$ cat config.mk
export PLATFORM = sky130hd
export DESIGN_NAME = custom_busmatrix_input_stage_flat
export DESIGN_NICKNAME = d
export VERILOG_FILES = /design/src/rtl/custom_busmatrix_input_stage_if.sv /design/src/rtl/custom_busmatrix_input_stage.sv /design/src/flat_wrapper.sv
export SDC_FILE = /design/constraint.sdc
export NUM_CORES = 1
export LEC_CHECK = 0
export CELL_PAD_IN_SITES_DETAIL_PLACEMENT = 0
export CELL_PAD_IN_SITES_GLOBAL_PLACEMENT = 1
export CORE_MARGIN = 1
export CORE_UTILIZATION = 33
export DETAILED_ROUTE_END_ITERATION = 7
export PLACE_DENSITY = 0.78
export SLEW_MARGIN = 20
export SYNTH_ARGS = -nofsm -noshare
export SYNTH_HDL_FRONTEND = slang
export SYNTH_SLANG_ARGS = --single-unit
$ cat constraint.sdc
create_clock -name HCLK -period 1.5 [get_ports HCLK]
set_input_delay 0.3 -clock HCLK [delete_from_list [all_inputs] [get_ports HCLK]]
set_output_delay 0.3 -clock HCLK [all_outputs]
set_load 0.01 [all_outputs]
$ cat src/rtl/custom_busmatrix_input_stage_if.sv
// AHB slave-port bus and decoder-side signals around one bus-matrix input stage.
// The slave modport is the input stage's view; master is the upstream/decoder side.
interface custom_busmatrix_input_stage_if;
  // master side of the AHB slave port
  logic        HSELS;
  logic [31:0] HADDRS;
  logic [1:0]  HTRANSS;
  logic        HWRITES;
  logic [2:0]  HSIZES;
  logic [2:0]  HBURSTS;
  logic [3:0]  HPROTS;
  logic        HREADYS;
  logic        HREADYOUTS;
  logic [1:0]  HRESPS;
  // decoder / output-stage side
  logic        sel_in;
  logic [31:0] addr_in;
  logic [1:0]  trans_in;
  logic        write_in;
  logic [2:0]  size_in;
  logic [2:0]  burst_in;
  logic [3:0]  prot_in;
  logic        held_tran_in;
  logic        active_in;
  logic        readyout_in;
  logic [1:0]  resp_in;

  modport slave (
    input  HSELS, HADDRS, HTRANSS, HWRITES, HSIZES, HBURSTS, HPROTS, HREADYS,
    input  active_in, readyout_in, resp_in,
    output HREADYOUTS, HRESPS,
    output sel_in, addr_in, trans_in, write_in, size_in, burst_in, prot_in, held_tran_in
  );

  modport master (
    output HSELS, HADDRS, HTRANSS, HWRITES, HSIZES, HBURSTS, HPROTS, HREADYS,
    output active_in, readyout_in, resp_in,
    input  HREADYOUTS, HRESPS,
    input  sel_in, addr_in, trans_in, write_in, size_in, burst_in, prot_in, held_tran_in
  );
endinterface

$ cat src/rtl/custom_busmatrix_input_stage.sv
// Bus-matrix input stage: passes the master's address phase straight through, or
// holds it and stalls the master when the output stage cannot accept it yet.
module custom_busmatrix_input_stage (
  input logic HCLK,
  input logic HRESETn,
  custom_busmatrix_input_stage_if.slave bus
);

  typedef enum logic {IDLE, HELD} state_t;

  state_t      state_reg;
  state_t      state_next;
  logic [31:0] addr_reg;
  logic        write_reg;
  logic [2:0]  size_reg;
  logic [2:0]  burst_reg;
  logic [3:0]  prot_reg;
  logic [1:0]  trans_reg;
  logic        trans_valid;
  logic        held;
  logic        load;

  assign trans_valid = bus.HSELS & bus.HTRANSS[1] & bus.HREADYS;
  assign held        = (state_reg == HELD);
  // the master is stalled while HELD, so any valid-looking phase there is ignored
  assign load        = trans_valid & ~held;

  always_comb begin
    state_next = state_reg;
    case (state_reg)
      IDLE:    if (trans_valid && !bus.active_in) state_next = HELD;
      HELD:    if (bus.active_in)                 state_next = IDLE;
      default: state_next = IDLE;
    endcase
  end

  always_ff @(posedge HCLK or negedge HRESETn) begin
    if (!HRESETn) begin
      state_reg <= IDLE;
      addr_reg  <= '0;
      trans_reg <= '0;
      write_reg <= 1'b0;
      size_reg  <= '0;
      burst_reg <= '0;
      prot_reg  <= '0;
    end else begin
      state_reg <= state_next;
      if (load) begin
        addr_reg  <= bus.HADDRS;
        trans_reg <= bus.HTRANSS;
        write_reg <= bus.HWRITES;
        size_reg  <= bus.HSIZES;
        burst_reg <= bus.HBURSTS;
        prot_reg  <= bus.HPROTS;
      end
    end
  end

  // a held phase is always re-presented as NONSEQ, even if it was captured as SEQ
  assign bus.sel_in       = held ? 1'b1        : bus.HSELS;
  assign bus.addr_in      = held ? addr_reg    : bus.HADDRS;
  assign bus.trans_in     = held ? {trans_reg[1], 1'b0} : bus.HTRANSS;
  assign bus.write_in     = held ? write_reg   : bus.HWRITES;
  assign bus.size_in      = held ? size_reg    : bus.HSIZES;
  assign bus.burst_in     = held ? burst_reg   : bus.HBURSTS;
  assign bus.prot_in      = held ? prot_reg    : bus.HPROTS;
  assign bus.held_tran_in = held;
  assign bus.HREADYOUTS   = held ? 1'b0  : bus.readyout_in;
  assign bus.HRESPS       = held ? 2'b00 : bus.resp_in;

endmodule

$ cat src/flat_wrapper.sv
// flat-port wrapper written by rule: the top's interface ports become plain ports
module custom_busmatrix_input_stage_flat 
  (HCLK, HRESETn, bus_HSELS, bus_HADDRS, bus_HTRANSS, bus_HWRITES, bus_HSIZES, bus_HBURSTS, bus_HPROTS, bus_HREADYS, bus_active_in, bus_readyout_in, bus_resp_in, bus_HREADYOUTS, bus_HRESPS, bus_sel_in, bus_addr_in, bus_trans_in, bus_write_in, bus_size_in, bus_burst_in, bus_prot_in, bus_held_tran_in);
  custom_busmatrix_input_stage_if bus_i ();
  input logic HCLK;
  input logic HRESETn;
  input wire logic [$bits(bus_i.HSELS)-1:0] bus_HSELS;
  input wire logic [$bits(bus_i.HADDRS)-1:0] bus_HADDRS;
  input wire logic [$bits(bus_i.HTRANSS)-1:0] bus_HTRANSS;
  input wire logic [$bits(bus_i.HWRITES)-1:0] bus_HWRITES;
  input wire logic [$bits(bus_i.HSIZES)-1:0] bus_HSIZES;
  input wire logic [$bits(bus_i.HBURSTS)-1:0] bus_HBURSTS;
  input wire logic [$bits(bus_i.HPROTS)-1:0] bus_HPROTS;
  input wire logic [$bits(bus_i.HREADYS)-1:0] bus_HREADYS;
  input wire logic [$bits(bus_i.active_in)-1:0] bus_active_in;
  input wire logic [$bits(bus_i.readyout_in)-1:0] bus_readyout_in;
  input wire logic [$bits(bus_i.resp_in)-1:0] bus_resp_in;
  output wire logic [$bits(bus_i.HREADYOUTS)-1:0] bus_HREADYOUTS;
  output wire logic [$bits(bus_i.HRESPS)-1:0] bus_HRESPS;
  output wire logic [$bits(bus_i.sel_in)-1:0] bus_sel_in;
  output wire logic [$bits(bus_i.addr_in)-1:0] bus_addr_in;
  output wire logic [$bits(bus_i.trans_in)-1:0] bus_trans_in;
  output wire logic [$bits(bus_i.write_in)-1:0] bus_write_in;
  output wire logic [$bits(bus_i.size_in)-1:0] bus_size_in;
  output wire logic [$bits(bus_i.burst_in)-1:0] bus_burst_in;
  output wire logic [$bits(bus_i.prot_in)-1:0] bus_prot_in;
  output wire logic [$bits(bus_i.held_tran_in)-1:0] bus_held_tran_in;
  assign bus_i.HSELS = bus_HSELS;
  assign bus_i.HADDRS = bus_HADDRS;
  assign bus_i.HTRANSS = bus_HTRANSS;
  assign bus_i.HWRITES = bus_HWRITES;
  assign bus_i.HSIZES = bus_HSIZES;
  assign bus_i.HBURSTS = bus_HBURSTS;
  assign bus_i.HPROTS = bus_HPROTS;
  assign bus_i.HREADYS = bus_HREADYS;
  assign bus_i.active_in = bus_active_in;
  assign bus_i.readyout_in = bus_readyout_in;
  assign bus_i.resp_in = bus_resp_in;
  assign bus_HREADYOUTS = bus_i.HREADYOUTS;
  assign bus_HRESPS = bus_i.HRESPS;
  assign bus_sel_in = bus_i.sel_in;
  assign bus_addr_in = bus_i.addr_in;
  assign bus_trans_in = bus_i.trans_in;
  assign bus_write_in = bus_i.write_in;
  assign bus_size_in = bus_i.size_in;
  assign bus_burst_in = bus_i.burst_in;
  assign bus_prot_in = bus_i.prot_in;
  assign bus_held_tran_in = bus_i.held_tran_in;
  custom_busmatrix_input_stage u_core (.HCLK(HCLK), .HRESETn(HRESETn), .bus(bus_i));
endmodule
==> flow_summary.ini <==
; implementation run metrics
[run_status]
run_status = finished with violations
violations = setup timing

[logic_synthesis]
flop_cell = dfrtp_1
async_flop_share = 1.00
yosysWarnings = 0
adder_share = 0
ys_seq_share = 0.470
ys_cells = 151
synth_cells = 151
synth-compound-area-share = 0.00261
synth.logic.top_family = multiplexers
synth_cell_type_count = 12
common_cells = mux2_2, dfrtp_1, mux2_4
yosysChipArea_um2 = 2400
synth-seq-cells = 45
most_common_cell = mux2_2

[critical_path]
cp.required_ns = 1.20
cp_num_cells = 4
r2r_start = u_core.bus.held_tran_in$_DFF_PN0_
critical_path.top_delay_family = buffers and inverters
slowest_stage = dfrtp_2

[layout]
n_antenna_cell = 0
lay_top_cells = clkdlybuf4s50_1, mux2_4, dfrtp_1, mux2_2, buf_6
stdcell_count = 389
fin_area_um2 = 4110
fin_nets = 345
area.combinational_um2 = 1230
largest_reg_flops = 32

[cts]
cts_buffers = 5
post_cts_resized = 243
insertion_delay_ns = 0.29

[place]
place_area_um2 = 3700
gp_congestion = 0.678
pre_cts_ws_ns = -0.342

[timing]
setup_tns_ns = -17.58
finalMaxSlewViolations = 0
hold_viol = 0
max_slew.worst_pin.slew_ns = 0.250
fin_crit_ns = 1.77
min_period_over_period = 1.18
setup_ws_ns = -0.269
fmax_ghz = 0.565
rsz0062_at_grt = true
setup_viol_count_final = 90

[grt]
grt_pass1_vias = 1822

[power]
powerClk_uw = 722
p_sw_frac = 0.253
p_sw_uw = 886
pg_seq_mw = 1.59
p_int_mw = 2.62
power_leader = sequential cells

[floorplanning]
io_pins = 103
initial_utilization = 0.347

[flow_run]
max_cap_viol_count = 0

[routing]
route.met2.wl_mm = 2.76
drtAntennaViolNets = 0

[hold_path]
min_from = u_core.trans_reg[1]$_DFFE_PN0P_
hold_path_depth = 1
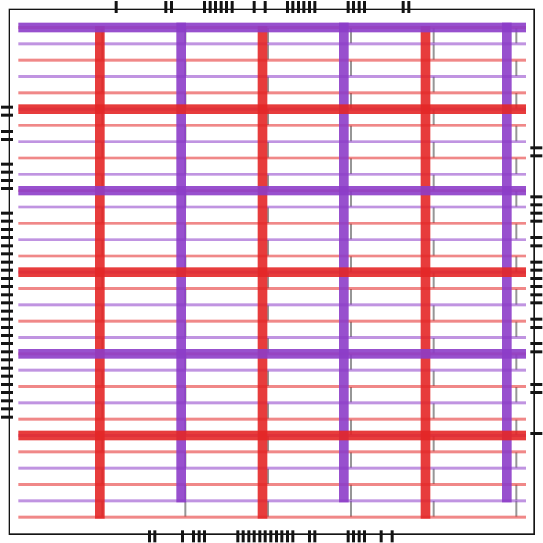
(power grid)
Drawn at 6 px/um. Pins as bars on the die edge. Tap cells in gray.
[purple] VDD
[red] VSS
signal pins: 103
met4 straps: 6
tap cells: 96
met5 straps: 6
rows: 30

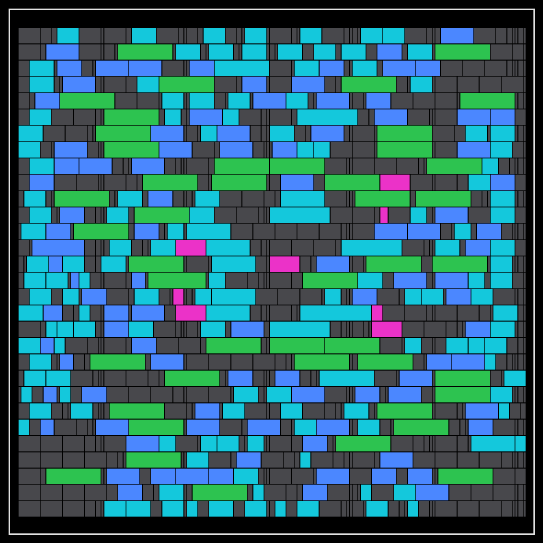
(placed cells, one color a class)
Drawn at 6 px/um. Fill, decap, tap and diode cells in gray.
[green] flip-flops | cells: 45
[magenta] clock drivers and dummy loads | cells: 8
[cyan] other buffers and delay cells | cells: 144
[blue] all other logic | cells: 96
Core ar.: 6910 um2
FP Rows: 30
flop share of the area: 0.274
Util after Layout: 0.595

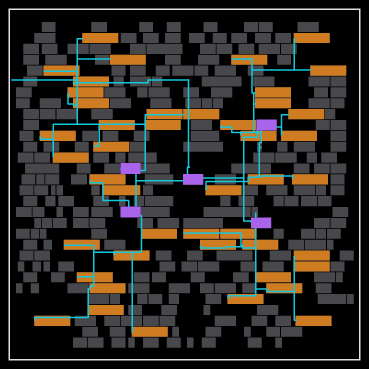
(clock wires, drivers and flops)
Drawn at 4 px/um.
[orange] flip-flops | count: 45
[cyan] clock wires | length: 572 um
[purple] cells driving clock nets | count: 5
routed clock nets: 6

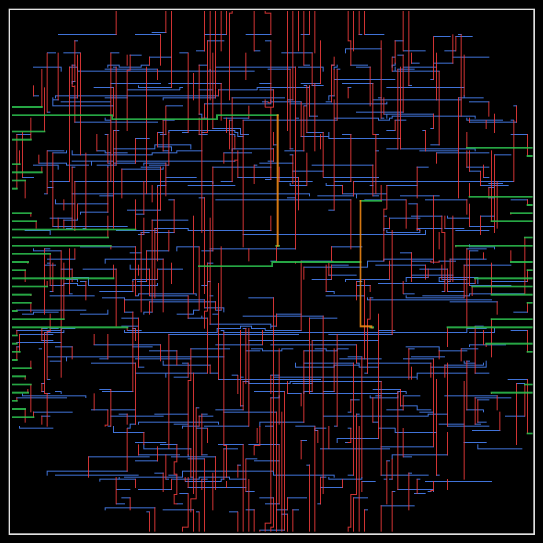
(wiring by layer)
Drawn at 6 px/um.
[orange] met4 | wire length: 44.7 um
[blue] met1 | wire length: 2750 um
[green] met3 | wire length: 361 um
[red] met2 | wire length: 2760 um

